Figure 1. Routing congestion map (run 1).
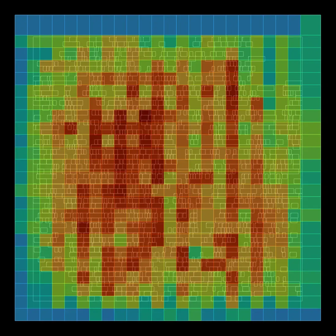
Figure 2. Close-up of the layout (run 1).
Bar = 10 um. Region (65, 31) to (105, 71) um. Cells in gray, sequential cells in the stronger gray; small squares are vias.
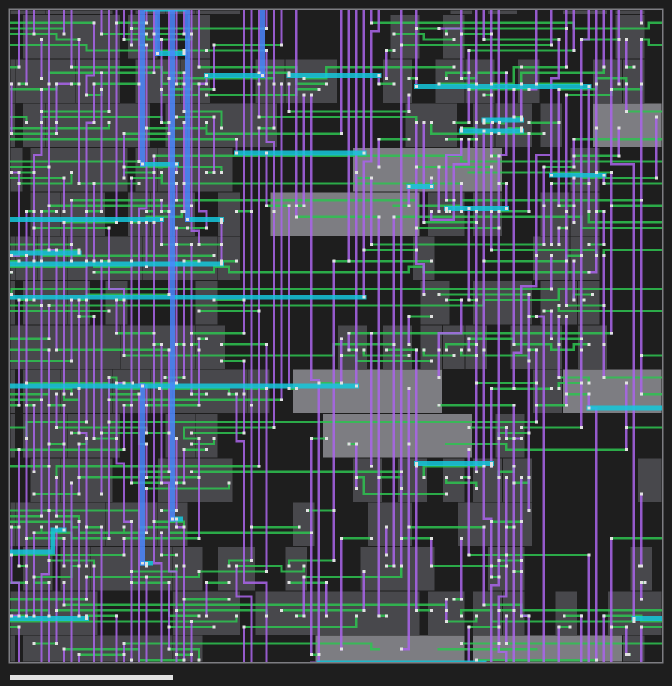
Figure 3. The metal 1 layer (run 1).
Bar = 50 um. Supply wires on this layer in gray. Cells faint in the background.
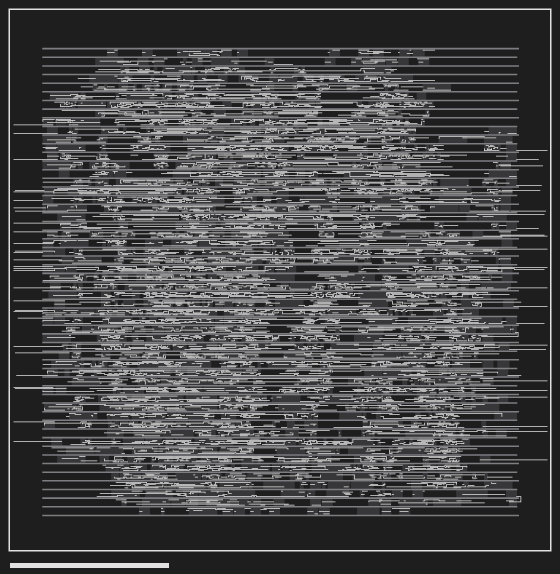
**src/rtl/ldm_agu_if.sv**
```systemverilog
// rtl/ldm_agu_if.sv - command capture and transfer handshake bundle for ldm_agu
// The upstream/memory side uses master; the sequencer uses slave.
interface ldm_agu_if;
   logic        start;
   logic [15:0] bits;
   logic [31:0] base;
   logic        up;
   logic        pre;
   logic        load;
   logic        wb_en;
   logic        busy;
   logic        valid;
   logic        ready;
   logic [3:0]  reg_idx;
   logic [31:0] addr;
   logic        is_load;
   logic        last;
   logic        wb_valid;
   logic [31:0] wb_value;

   modport master (
      output start, bits, base, up, pre, load, wb_en, ready,
      input  busy, valid, reg_idx, addr, is_load, last, wb_valid, wb_value
   );

   modport slave (
      input  start, bits, base, up, pre, load, wb_en, ready,
      output busy, valid, reg_idx, addr, is_load, last, wb_valid, wb_value
   );
endinterface

```
**src/rtl/ldm_agu.sv**
```systemverilog
// rtl/ldm_agu.sv - LDM/STM address sequencer: one word transfer per set register bit
// Registers go out in ascending order at ascending addresses, then the base writeback.
module ldm_agu (
   input  logic     clk,
   input  logic     rst_n,
   ldm_agu_if.slave bus
);
   typedef enum logic [1:0] {IDLE = 2'd0, XFER = 2'd1, DONE = 2'd2} state_t;

   state_t      state_q, state_d;
   logic [15:0] list_q, list_d;
   logic [31:0] addr_q, addr_d;
   logic [31:0] wb_value_q, wb_value_d;
   logic [3:0]  reg_idx_q, reg_idx_d;
   logic        is_load_q, is_load_d;
   logic        wb_en_q, wb_en_d;

   logic [31:0] span;
   logic [15:0] list_next;
   logic        one_left;
   logic        handshake;

   function automatic logic [4:0] popcount16(input logic [15:0] v);
      logic [4:0] c;
      c = '0;
      for (int i = 0; i < 16; i++) c = c + {4'd0, v[i]};
      return c;
   endfunction

   function automatic logic [3:0] lowest_set(input logic [15:0] v);
      logic [3:0] idx;
      idx = '0;
      for (int i = 15; i >= 0; i--) if (v[i]) idx = 4'(i);
      return idx;
   endfunction

   always_comb begin
      span       = {25'd0, popcount16(bus.bits), 2'b00};
      // v & (v-1) drops the lowest set bit; zero result means at most one bit was set
      list_next  = list_q & (list_q - 16'd1);
      one_left   = (list_q != 16'd0) && (list_next == 16'd0);
      handshake  = (state_q == XFER) && bus.ready;

      state_d    = state_q;
      list_d     = list_q;
      addr_d     = addr_q;
      wb_value_d = wb_value_q;
      reg_idx_d  = reg_idx_q;
      is_load_d  = is_load_q;
      wb_en_d    = wb_en_q;

      case (state_q)
         IDLE: begin
            if (bus.start) begin
               list_d    = bus.bits;
               reg_idx_d = lowest_set(bus.bits);
               is_load_d = bus.load;
               wb_en_d   = bus.wb_en;
               case ({bus.up, bus.pre})
                  2'b10:   addr_d = bus.base;
                  2'b11:   addr_d = bus.base + 32'd4;
                  2'b00:   addr_d = bus.base - span + 32'd4;
                  default: addr_d = bus.base - span;
               endcase
               wb_value_d = bus.up ? (bus.base + span) : (bus.base - span);
               state_d    = (bus.bits == 16'd0) ? DONE : XFER;
            end
         end
         XFER: begin
            if (handshake) begin
               list_d    = list_next;
               reg_idx_d = lowest_set(list_next);
               addr_d    = addr_q + 32'd4;
               if (one_left) state_d = DONE;
            end
         end
         DONE:    state_d = IDLE;
         default: state_d = IDLE;
      endcase
   end

   always_ff @(posedge clk or negedge rst_n) begin
      if (!rst_n) begin
         state_q    <= IDLE;
         list_q     <= '0;
         addr_q     <= '0;
         wb_value_q <= '0;
         reg_idx_q  <= '0;
         is_load_q  <= 1'b0;
         wb_en_q    <= 1'b0;
      end else begin
         state_q    <= state_d;
         list_q     <= list_d;
         addr_q     <= addr_d;
         wb_value_q <= wb_value_d;
         reg_idx_q  <= reg_idx_d;
         is_load_q  <= is_load_d;
         wb_en_q    <= wb_en_d;
      end
   end

   assign bus.busy     = (state_q != IDLE);
   assign bus.valid    = (state_q == XFER);
   assign bus.last     = (state_q == XFER) && one_left;
   assign bus.wb_valid = (state_q == DONE) && wb_en_q;
   assign bus.reg_idx  = reg_idx_q;
   assign bus.addr     = addr_q;
   assign bus.is_load  = is_load_q;
   assign bus.wb_value = wb_value_q;
endmodule

```
**src/flat_wrapper.sv**
```systemverilog
// flat-port wrapper written by rule: the top's interface ports become plain ports
module ldm_agu_flat 
  (clk, rst_n, bus_start, bus_bits, bus_base, bus_up, bus_pre, bus_load, bus_wb_en, bus_ready, bus_busy, bus_valid, bus_reg_idx, bus_addr, bus_is_load, bus_last, bus_wb_valid, bus_wb_value);
  ldm_agu_if bus_i ();
  input  logic clk;
  input  logic rst_n;
  input wire logic [$bits(bus_i.start)-1:0] bus_start;
  input wire logic [$bits(bus_i.bits)-1:0] bus_bits;
  input wire logic [$bits(bus_i.base)-1:0] bus_base;
  input wire logic [$bits(bus_i.up)-1:0] bus_up;
  input wire logic [$bits(bus_i.pre)-1:0] bus_pre;
  input wire logic [$bits(bus_i.load)-1:0] bus_load;
  input wire logic [$bits(bus_i.wb_en)-1:0] bus_wb_en;
  input wire logic [$bits(bus_i.ready)-1:0] bus_ready;
  output wire logic [$bits(bus_i.busy)-1:0] bus_busy;
  output wire logic [$bits(bus_i.valid)-1:0] bus_valid;
  output wire logic [$bits(bus_i.reg_idx)-1:0] bus_reg_idx;
  output wire logic [$bits(bus_i.addr)-1:0] bus_addr;
  output wire logic [$bits(bus_i.is_load)-1:0] bus_is_load;
  output wire logic [$bits(bus_i.last)-1:0] bus_last;
  output wire logic [$bits(bus_i.wb_valid)-1:0] bus_wb_valid;
  output wire logic [$bits(bus_i.wb_value)-1:0] bus_wb_value;
  assign bus_i.start = bus_start;
  assign bus_i.bits = bus_bits;
  assign bus_i.base = bus_base;
  assign bus_i.up = bus_up;
  assign bus_i.pre = bus_pre;
  assign bus_i.load = bus_load;
  assign bus_i.wb_en = bus_wb_en;
  assign bus_i.ready = bus_ready;
  assign bus_busy = bus_i.busy;
  assign bus_valid = bus_i.valid;
  assign bus_reg_idx = bus_i.reg_idx;
  assign bus_addr = bus_i.addr;
  assign bus_is_load = bus_i.is_load;
  assign bus_last = bus_i.last;
  assign bus_wb_valid = bus_i.wb_valid;
  assign bus_wb_value = bus_i.wb_value;
  ldm_agu u_core (.clk(clk), .rst_n(rst_n), .bus(bus_i));
endmodule
```
**config.mk**
```make
export PLATFORM = sky130hd
export DESIGN_NAME = ldm_agu_flat
export DESIGN_NICKNAME = d
export VERILOG_FILES = /design/src/rtl/ldm_agu_if.sv /design/src/rtl/ldm_agu.sv /design/src/flat_wrapper.sv
export SDC_FILE = /design/constraint.sdc
export NUM_CORES = 1
export LEC_CHECK = 0
export CORE_MARGIN = 10
export CORE_UTILIZATION = 39
export CTS_CLUSTER_SIZE = 10
export DETAILED_ROUTE_END_ITERATION = 8
export GPL_TIMING_DRIVEN = 0
export HOLD_SLACK_MARGIN = 0.05
export MAX_ROUTING_LAYER = met4
export SYNTH_ARGS = -nofsm -noshare
export SYNTH_HDL_FRONTEND = slang
export SYNTH_SLANG_ARGS = --single-unit
```
**constraint.sdc**
```tcl
create_clock -name clk -period 3.4 [get_ports clk]
set_input_delay 0.34 -clock clk [delete_from_list [all_inputs] [get_ports clk]]
set_output_delay 0.34 -clock clk [all_outputs]
set_load 0.1 [all_outputs]
```
==> PnR_summary.wiki, run 1 <==
== Implementation results ==
{| class="wikitable"
! Metric !! Value
|-
| Outcome || complete, but fails checks
|-
| Failing checks || negative setup slack
|-
| N_diodes || 0
|-
| Main area contributors || sky130_fd_sc_hd__dfrtp_1, sky130_fd_sc_hd__o21ai_0, sky130_fd_sc_hd__nand2_1
|-
| Design Area, Final || roughly 13,000 um2
|-
| Number of logic inverters in the finished layout || 53
|-
| Critical register-to-register path startpoint || u_core.bus.addr[2]
|-
| Combinational family with the most area after synthesis || simple AND/OR/NAND/NOR gates
|-
| Max Slew Vio Count || 0
|-
| List of most frequent post-synthesis cells || sky130_fd_sc_hd__nand2_1, sky130_fd_sc_hd__o21ai_0, sky130_fd_sc_hd__a21oi_1, sky130_fd_sc_hd__nor2_1, sky130_fd_sc_hd__dfrtp_1
|-
| Top cell type's share of synthesized area || approximately a quarter
|-
| Dominant class by area || multi-input combinational cells
|-
| Clock tree root driver cell || sky130_fd_sc_hd__clkbuf_16
|-
| Number of warning messages in the yosys log || 0
|-
| Port bufs || about 120
|-
| Combinational power share || about 76%
|-
| Layout clock area frac || between 2 and 2.5%
|-
| Net switching power || 0.007453 W
|-
| Data arrival time at the worst-slack endpoint || approximately 7.0 ns
|-
| Yosys top cell by area || sky130_fd_sc_hd__dfrtp_1
|-
| Height of the die || approximately 170 um
|-
| Met2 wire length || ~18,000 um
|-
| Number of endpoints failing setup at the final stage || a little under 60
|-
| Cycle use final || 197.2%
|-
| Final critical path time including I/O delays and setup || 6.706 ns
|-
| Post-synth ARST share || 100.0%
|-
| Hold Fails Final Rpt || 0
|-
| Required time of the critical path || ~3.6 ns
|-
| Tightest hold margin || ~0.26 ns
|-
| Most frequently used cell type in the post-synthesis netlist || sky130_fd_sc_hd__nand2_1
|-
| Clock power share || under 10%
|-
| Buffers inserted by post-CTS timing repair || approximately 50
|-
| Leakage dissipation || 4.889 nW
|-
| Setup Total Neg Slack || -139.89 ns
|-
| Final worst slack || -3.306 ns
|-
| Buffers outside the clock class || about 290
|-
| Multiplexer share || 0.9279%
|-
| Largest net degree at the start of global routing || around 46
|-
| Number of cells on the worst hold path || 3
|-
| Kind of end point of the critical path || flip-flop
|-
| Filler Cell Count || 2,028
|-
| Proportion of total power due to net switching || between 50% and 60%
|-
| Post-DRT Antenna Nets || 0
|-
| Met1 Routed Length || 16,820 um
|-
| Number of warnings in the stage logs || 39
|-
| Fraction of area in registers || 17.46%
|-
| Multi-input combinational area share || a little under three fifths
|-
| Number of global-route vias before repair || 9,841
|-
| Worst-case clock skew || 0.01112 ns
|-
| Source of the worst hold timing path || bus_bits[0]
|-
| Clk Latency, worst-skew pair || 0.36 ns
|-
| Final Net Count || roughly 1.5k
|-
| Achievable Freq || between 100 and 150 MHz
|-
| DP Cell Count || around 1.6k
|-
| Gate Count Post-Synth || about 1.2k
|-
| Weighted congestion at the end of routability-driven global placement || around 0.96
|-
| Share of layout cells above drive strength 1 || a little under a quarter
|-
| Maxcap violations || 0
|-
| Headroom to the max-slew limit || a little under a quarter
|-
| Transition time at the pin with the least slew margin || between 1 and 1.5 ns
|-
| Buffer share of cell area || a little under a fifth
|-
| Met3 routing resource usage after global routing || 2.615%
|-
| Unrepaired setup endpoints after global routing || true
|-
| Power share of the sequential group || between 10% and 20%
|-
| Initial antenna violation count || 0
|-
| H-tree levels || 3
|-
| Routed via count || between 10k and 15k
|-
| Total length of routed met3 wires || 2649 um
|}
-- Figure 1 (at the start) --
Routed WL per cell: 22.74 um
GRT met2 Usage: 41.33%
final core utilization: 57.55%
aggregate global-route resource usage: 26.01%

-- Figure 2 (at the start) --
legend:
  green:
    layer: M1
  blue:
    layer: M4
  purple:
    layer: M2
  cyan:
    layer: M3
sequential cells in the window: 7
cells with their middle in the window: 120
netlist names of flops here include: u_core.bus.addr (7)
most frequent: a21oi_1 (15), clkbuf_1 (10), nor2_1 (10)

-- Figure 3 (at the start) --
nets with wire on the layer: 1,415
wire length on this layer: 16,800 um
longest straight run: 69.5 um

==> run 1: power groups by stage <==
stage	sequential, W	clock (W)	combinational, W
after global placement	0.00197	0	0.00793
after CTS	0.00197	0.00110	0.00868
after detailed placement	0.00197	0	0.00796
after global routing	0.00205	0.00113	0.0103
after floorplan	0.00458	0	0.00329
final	0.00198	0.00109	0.00978
==> run 1: state kept, by name, indices dropped and copies added, names as in the netlist <==
name,count
u_core.bus.addr,32
u_core.bus.is_load,1
u_core.bus.reg_idx,4
u_core.bus.wb_value,32
u_core.list_q,16
u_core.state_q,2
u_core.wb_en_q,1
==> run 1: critical path, stage by stage <==
cell                        delay [ns]
sky130_fd_sc_hd__buf_12           0.10
sky130_fd_sc_hd__inv_12           0.03
sky130_fd_sc_hd__ha_4             0.25
sky130_fd_sc_hd__inv_2            0.03
sky130_fd_sc_hd__fa_1             0.50
sky130_fd_sc_hd__fa_1             0.44
sky130_fd_sc_hd__fa_1             0.52
sky130_fd_sc_hd__fa_1             0.43
sky130_fd_sc_hd__fa_2             0.38
sky130_fd_sc_hd__fa_2             0.64
sky130_fd_sc_hd__inv_4            0.06
sky130_fd_sc_hd__fa_2             0.39
sky130_fd_sc_hd__or2_4            0.27
sky130_fd_sc_hd__a2111oi_4        0.54
sky130_fd_sc_hd__buf_6            0.21
sky130_fd_sc_hd__o31ai_4          0.07
sky130_fd_sc_hd__and2_4           0.16
sky130_fd_sc_hd__or2_4            0.24
sky130_fd_sc_hd__or4_4            0.57
sky130_fd_sc_hd__nor3_4           0.21
sky130_fd_sc_hd__xnor2_1          0.15
sky130_fd_sc_hd__a211oi_2         0.11
sky130_fd_sc_hd__a311oi_1         0.31
--- run 2 (diff from run 1) ---
CAP_MARGIN = 20   (was default)
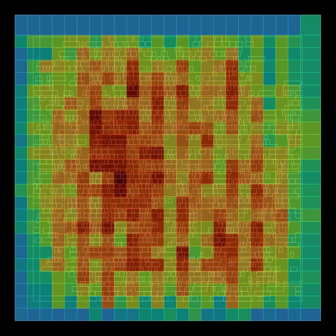
Figure 4: run 2, routing congestion map.
Global Route met1 Usage: 34.40%
final core utilization: 57.03%
aggregate global-route resource usage: 26.07%

==> run 2 against run 1 <==
The run still ends with negative setup slack left. Combinational power down 3.5%. Global-route usage up 0.059 points. Register-to-register slack better by 0.23 ns. Sequential share of layout area up 0.16 points. Utilization down 0.52 points. Clock-buffer cell count unchanged. Setup slack better by 0.067 ns. Synthesized area unchanged. Die size unchanged.
==> PnR_summary.wiki, run 2 <==
== Implementation results ==
{| class="wikitable"
! Metric !! Value
|-
| Number of warnings in the stage logs || 39 (unchanged)
|-
| Main area contributors || sky130_fd_sc_hd__dfrtp_1, sky130_fd_sc_hd__o21ai_0, sky130_fd_sc_hd__nand2_1
|-
| Maxcap violations || 0 (unchanged)
|-
| Worst-case clock skew || 0.008007 ns (-0.003114 ns)
|-
| Post-DRT Antenna Nets || 0 (unchanged)
|-
| Number of global-route vias before repair || 9,883 (+0.43%)
|-
| Top cell type's share of synthesized area || 25.12% (unchanged)
|-
| Max Slew Vio Count || 0 (unchanged)
|-
| Cycle use final || 195.3% (-2.0 points)
|-
| Filler Cell Count || 2,058 (+1.5%)
|-
| N_diodes || 0 (unchanged)
|-
| Dominant class by area || multi-input combinational cells
|-
| Final worst slack || -3.240 ns (+0.06654 ns)
|-
| Number of endpoints failing setup at the final stage || 59 (unchanged)
|-
| Kind of cell adding the most delay to the critical path || adder cells
|-
| Layout clock area frac || 2.368% (+0.021 points)
|-
| Stage delay of the slowest cell on the critical path || 0.61 ns (-0.03 ns)
|-
| Dominant cell type by count on the critical path || sky130_fd_sc_hd__fa_1
|-
| Destination of the critical timing path || u_core.bus.addr[24]
|-
| Leakage dissipation || 4.854 nW (-0.72%)
|-
| Clock tree root driver cell || sky130_fd_sc_hd__clkbuf_16
|-
| Gate Count Post-Synth || 1,190 (unchanged)
|-
| Final critical path time including I/O delays and setup || 6.640 ns (-0.06654 ns)
|-
| Buffer share of cell area || 18.86% (+0.26 points)
|-
| Kind of end point of the critical path || flip-flop
|-
| Clk Latency, worst-skew pair || 0.36 ns (about the same)
|-
| Data arrival time at the worst-slack endpoint || 6.85 ns (-0.10 ns)
|-
| Deepest clock path buffer count || 2
|-
| Achievable Freq || 150.6 MHz (+1.0%)
|-
| Buf+Inv Stages, Crit Path || 5 (unchanged)
|-
| Fraction of area in registers || 17.61% (+0.16 points)
|-
| Setup Total Neg Slack || -137.39 ns (+2.492 ns)
|-
| Standard cell with the maximum stage delay on the critical path || sky130_fd_sc_hd__fa_2
|-
| Required time of the critical path || 3.61 ns (-0.03 ns)
|-
| Share of layout cells above drive strength 1 || 22.12% (-0.88 points)
|-
| Largest net degree at the start of global routing || 46 (unchanged)
|-
| Floorplan core area || between 20,000 and 25,000 um2
|-
| Number of logic inverters in the finished layout || 53 (unchanged)
|-
| Cells traversed along the worst timing path || clkdlybuf4s15_1 -> inv_2 -> fa_1 -> fa_1 -> fa_1 -> fa_1 -> fa_2 -> fa_2 -> inv_4 -> fa_2 -> or2_4 -> a2111oi_4 -> buf_6 -> o31ai_4 -> and2_4 -> or2_4 -> or4_4 -> buf_4 -> nor3_4 -> xor2_2 -> a21oi_2 -> o21ai_1
|-
| Yosys top cell by area || sky130_fd_sc_hd__dfrtp_1
|-
| Transition time at the pin with the least slew margin || 1.207 ns (+0.06102 ns)
|-
| Failing checks || negative setup slack
|-
| List of most frequent post-synthesis cells || sky130_fd_sc_hd__nand2_1, sky130_fd_sc_hd__o21ai_0, sky130_fd_sc_hd__a21oi_1, sky130_fd_sc_hd__nor2_1, sky130_fd_sc_hd__dfrtp_1
|-
| Most frequently used cell type in the post-synthesis netlist || sky130_fd_sc_hd__nand2_1
|-
| Weighted congestion at the end of routability-driven global placement || 0.9568 (unchanged)
|-
| Post-synth ARST share || 100.0% (unchanged)
|-
| Headroom to the max-slew limit || 18.82% (-4.1 points)
|-
| Routed WL per cell || 22.28 um (-2.0%)
|-
| Initial antenna violation count || 0 (unchanged)
|-
| Final Net Count || 1,502 (+0.13%)
|-
| Unrepaired setup endpoints after global routing || true
|-
| Combinational family with the most area after synthesis || simple AND/OR/NAND/NOR gates
|-
| Critical register-to-register path startpoint || u_core.state_q[0]
|-
| Outcome || complete, but fails checks
|-
| Number of warning messages in the yosys log || 0 (unchanged)
|-
| Multi-input combinational area share || 56.61% (-0.48 points)
|-
| Total number of cells along the worst setup path || 22 (-4.3%)
|}
## run 2: repair_timing
action | in CTS | in global routing
gates cloned | 1 | 0
hold buffers | 1 | 0
hold endpoints to repair | 43 | 0
buffers inserted | 54 | 34
gates resized | 184 | 76
setup endpoints to repair | 62 | 62
pin swaps | 79 | 45
## run 2: worst min-delay path by stage
stage	startpoint	end	slack, ns
after floorplan	rst_n	u_core.bus.addr[0]	0.04
after global placement	u_core.bus.wb_value[1]	u_core.bus.wb_value[1]	0.46
after detailed placement	rst_n	u_core.list_q[12]	0.40
after CTS	bus_bits[0]	u_core.list_q[0]	0.26
after global routing	bus_bits[0]	u_core.list_q[0]	0.29
final	bus_bits[0]	u_core.list_q[0]	0.26
## run 2: power breakdown
| part | leakage (nW) | switching, W | internal (W) |
|---|---|---|---|
| clock network | 0.148 | 0.000480 | 0.000588 |
| logic | 3.64 | 0.00634 | 0.00311 |
| registers | 1.07 | 0.000468 | 0.00152 |
| total | 4.85 | 0.00728 | 0.00521 |
## run 2: cell families after synthesis
logic type      count (synthesis)
buf+inv                       136
compound gates                365
flops                          88
xor+xnor                       89
simple gates                  469
mux                             8
fa+ha+maj                      35
## run 2: per-stage QoR
step,utilization (%),area (um2),cells,hold WS [ns]
after floorplan,-,9062,1190,0.04441
after global placement,48.29,10600,1589,0.4585
after detailed placement,48.46,10640,1592,0.3999
after CTS,54.47,11960,1661,0.2550
after global routing,57.03,12520,1695,0.2946
final,57.03,12520,1695,0.2582
## run 2: per-layer routing
layer	GRT usage, %	wire, um	up-vias
li1	-	-	4730
met1	34.40	16590	4917
met2	41.72	17920	469
met3	2.707	2433	60
met4	7.094	816	0
met5	-	0	-
--- run 3 (diff from run 2) ---
CELL_PAD_IN_SITES_DETAIL_PLACEMENT = 1   (was default)
CELL_PAD_IN_SITES_GLOBAL_PLACEMENT = 2   (was default)
CORE_UTILIZATION = 32   (was 39)
GPL_ROUTABILITY_DRIVEN = 0   (was default)
PLACE_DENSITY_LB_ADDON = 0.1   (was default)
SLEW_MARGIN = 20   (was default)
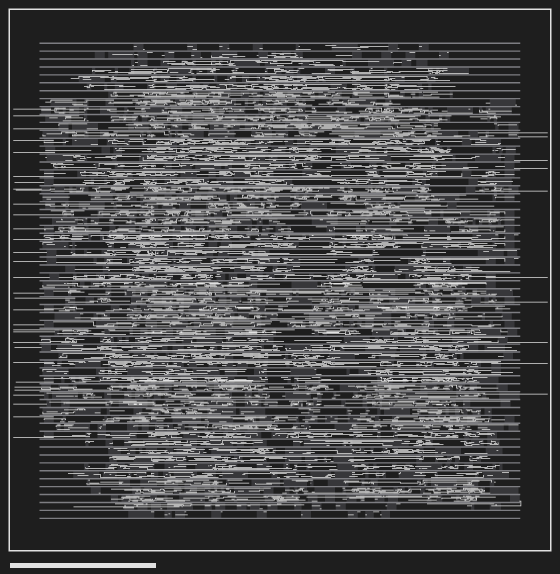
Figure 5: run 3, the metal 1 layer.
Bar = 50 um. Supply wires on this layer in gray. Cells faint in the background.
main direction: horizontal
longest straight run: 62.1 um

==> run 3 against run 2 <==
The run still ends with negative setup slack left. Clock power rose by 6%. Setup slack got worse by 0.016 ns. Highest routed layer unchanged. Combinational power rose by 4.6%. Power rose by 4.0%. Flip-flop count did not move. Routed wire length rose by 15%. Largest power group unchanged. Utilization fell by 9.1 points.
==> PnR_summary.wiki, run 3 <==
== Implementation results ==
{| class="wikitable"
! Metric !! Value
|-
| Outcome || complete, but fails checks
|-
| Failing checks || negative setup slack
|-
| Met1 Routed Length || 19,780 um (+19%)
|-
| Combinational power share || 75.9% (+0.3 points)
|-
| Clock power share || 8.7% (+0.2 points)
|-
| Largest power group || combinational cells
|-
| Aggregate global-route resource usage || 24.82% (-1.3 points)
|-
| Filler Cell Count || 3,221 (+57%)
|-
| GRT met2 Usage || 39.63% (-2.1 points)
|-
| Buffers inserted by post-CTS timing repair || 62 (+15%)
|-
| N_diodes || 0 (unchanged)
|-
| Headroom to the max-slew limit || 31.38% (+13 points)
|-
| Final critical path time including I/O delays and setup || 6.656 ns (+0.01625 ns)
|-
| Post-synth ARST share || 100.0% (unchanged)
|-
| Most frequently used cell type in the post-synthesis netlist || sky130_fd_sc_hd__nand2_1
|-
| Tightest hold margin || 0.2396 ns (-0.01861 ns)
|-
| Max Slew Vio Count || 0 (unchanged)
|-
| Comb. pwr || 0.00987 W (+4.6%)
|-
| Gate Count Post-Synth || 1,190 (unchanged)
|-
| Kind of end point of the critical path || flip-flop
|-
| Buf+Inv Stages, Crit Path || 3 (-2)
|-
| Number of global-route vias before repair || 10.55k (+6.7%)
|-
| Global routing's busiest layer || met2
|-
| Share of layout cells above drive strength 1 || 24.88% (+2.8 points)
|-
| Power consumed by sequential cells || 0.00200 W (about the same)
|-
| Critical Path Source Type || input pin
|-
| Initial antenna violation count || 0 (unchanged)
|-
| Placed instance area || 10,710 um2 (+0.68%)
|-
| Power share of the sequential group || 15.4% (-0.5 points)
|-
| Hold bufs inserted after CTS || 1 (unchanged)
|-
| Final worst slack || -3.256 ns (-0.01625 ns)
|-
| Stage delay of the slowest cell on the critical path || 0.61 ns (about the same)
|-
| Achievable Freq || 150.2 MHz (-0.24%)
|-
| Dominant cell type by count on the critical path || sky130_fd_sc_hd__fa_1
|-
| Yosys top cell by area || sky130_fd_sc_hd__dfrtp_1
|-
| Post-DRT Antenna Nets || 0 (unchanged)
|-
| Cycle use final || 195.8% (+0.48 points)
|-
| Met2 wire length || 20,530 um (+15%)
|-
| Design Area, Final || 12,920 um2 (+3.2%)
|-
| Final Net Count || 1,517 (+1.0%)
|-
| Unrepaired setup endpoints after global routing || true
|-
| Proportion of total power due to net switching || 58.72% (+0.44 points)
|-
| Number of warnings in the stage logs || 39 (unchanged)
|-
| Data arrival time at the worst-slack endpoint || 6.89 ns (+0.04 ns)
|-
| Clock tree root driver cell || sky130_fd_sc_hd__clkbuf_16
|-
| Routed WL per cell || 24.61 um (+10%)
|-
| Top cell type's share of synthesized area || 25.12% (unchanged)
|-
| Floorplan core area || 26,950 um2 (+23%)
|-
| Cells traversed along the worst timing path || clkdlybuf4s15_1 -> inv_2 -> fa_1 -> fa_1 -> fa_1 -> fa_1 -> fa_2 -> fa_2 -> xnor2_4 -> inv_2 -> ha_4 -> o311a_4 -> or4_1 -> and2_1 -> or2_4 -> or4_4 -> nor3_4 -> xnor2_2 -> a211oi_2 -> a311oi_1
|-
| Largest net degree at the start of global routing || 57 (+24%)
|-
| Required time of the critical path || 3.63 ns (+0.02 ns)
|-
| Number of endpoints failing setup at the final stage || 60 (+1.7%)
|-
| Net switching power || 0.007630 W (+4.7%)
|-
| Clk Latency, worst-skew pair || 0.37 ns (about the same)
|-
| Worst-case clock skew || 0.01120 ns (+0.003198 ns)
|-
| Critical Setup Path Class || in -> reg
|-
| Total length of routed met3 wires || 2023 um (-17%)
|-
| Standard cell with the maximum stage delay on the critical path || sky130_fd_sc_hd__or4_4
|-
| Maxcap violations || 0 (unchanged)
|-
| Kind of cell adding the most delay to the critical path || adder cells
|-
| Number of warning messages in the yosys log || 0 (unchanged)
|-
| Uppermost metal layer occupied by signal nets || met4
|-
| Cell-internal power || 0.005364 W (+2.9%)
|-
| Leakage dissipation || 4.934 nW (+1.6%)
|-
| Clock group power || 0.00113 W (+6%)
|-
| Post-CTS Resized || 185 (+0.54%)
|-
| Main area contributors || sky130_fd_sc_hd__dfrtp_1, sky130_fd_sc_hd__o21ai_0, sky130_fd_sc_hd__nand2_1
|-
| Global Route met1 Usage || 32.17% (-2.2 points)
|-
| Combinational family with the most area after synthesis || simple AND/OR/NAND/NOR gates
|}
[run 3: cell counts after synthesis]
Identical to the previous run, type by type.
[run 3: final timing paths]
| kind | start | to | slack, ns | cells past startpoint |
|---|---|---|---|---|
| hold / removal | bus_bits[0] | u_core.list_q[0] | 0.24 | 3 |
| max in group asynchronous | rst_n | u_core.bus.wb_value[20] | 2.32 | 3 |
| setup / recovery | bus_bits[2] | u_core.bus.addr[22] | -3.26 | 20 |
| hold reg to reg | u_core.bus.is_load | u_core.bus.is_load | 0.48 | 2 |
| min in group asynchronous | rst_n | u_core.list_q[13] | 0.43 | 2 |
| setup reg to reg | u_core.bus.addr[2] | u_core.bus.addr[30] | 0.17 | 11 |
[run 3: kinds of logic after synthesis]
group	count (synthesis)
AND/OR/NAND/NOR	469
AND-OR/OR-AND	365
buffers and inverters	136
XOR/XNOR	89
flip-flops	88
adder cells (fa/ha/maj)	35
multiplexers	8
[run 3: stage by stage]
| stage | std cells | utilization (%) | TNS [ns] | total power, W | setup slack, ns |
|---|---|---|---|---|---|
| finish | 1772 | 47.93 | -143.61 | 0.01299 | -3.256 |
| global route | 1772 | 47.93 | -154.07 | 0.01368 | -3.455 |
| CTS | 1729 | 44.89 | -143.30 | 0.01212 | -3.268 |
| detailed placement | 1651 | 39.75 | -214.58 | 0.01008 | -4.738 |
| global placement | 1650 | 39.63 | -383.70 | 0.009988 | -4.875 |
| floorplan | 1190 | - | -129.35 | 0.007873 | -3.056 |
[run 3: area by class of cell]
class	count	area (um2)	share of cell area (%)
inverter	53	219.0	1.695
tap	341	426.7	3.303
clock inverter	7	77.57	0.6005
multi-input combinational	966	7269	56.27
buffer	80	341.6	2.644
clock buffer	9	225.2	1.743
sequential	88	2205	17.07
timing repair buffer	228	2155	16.68
Power and IR drop assume default switching activity.
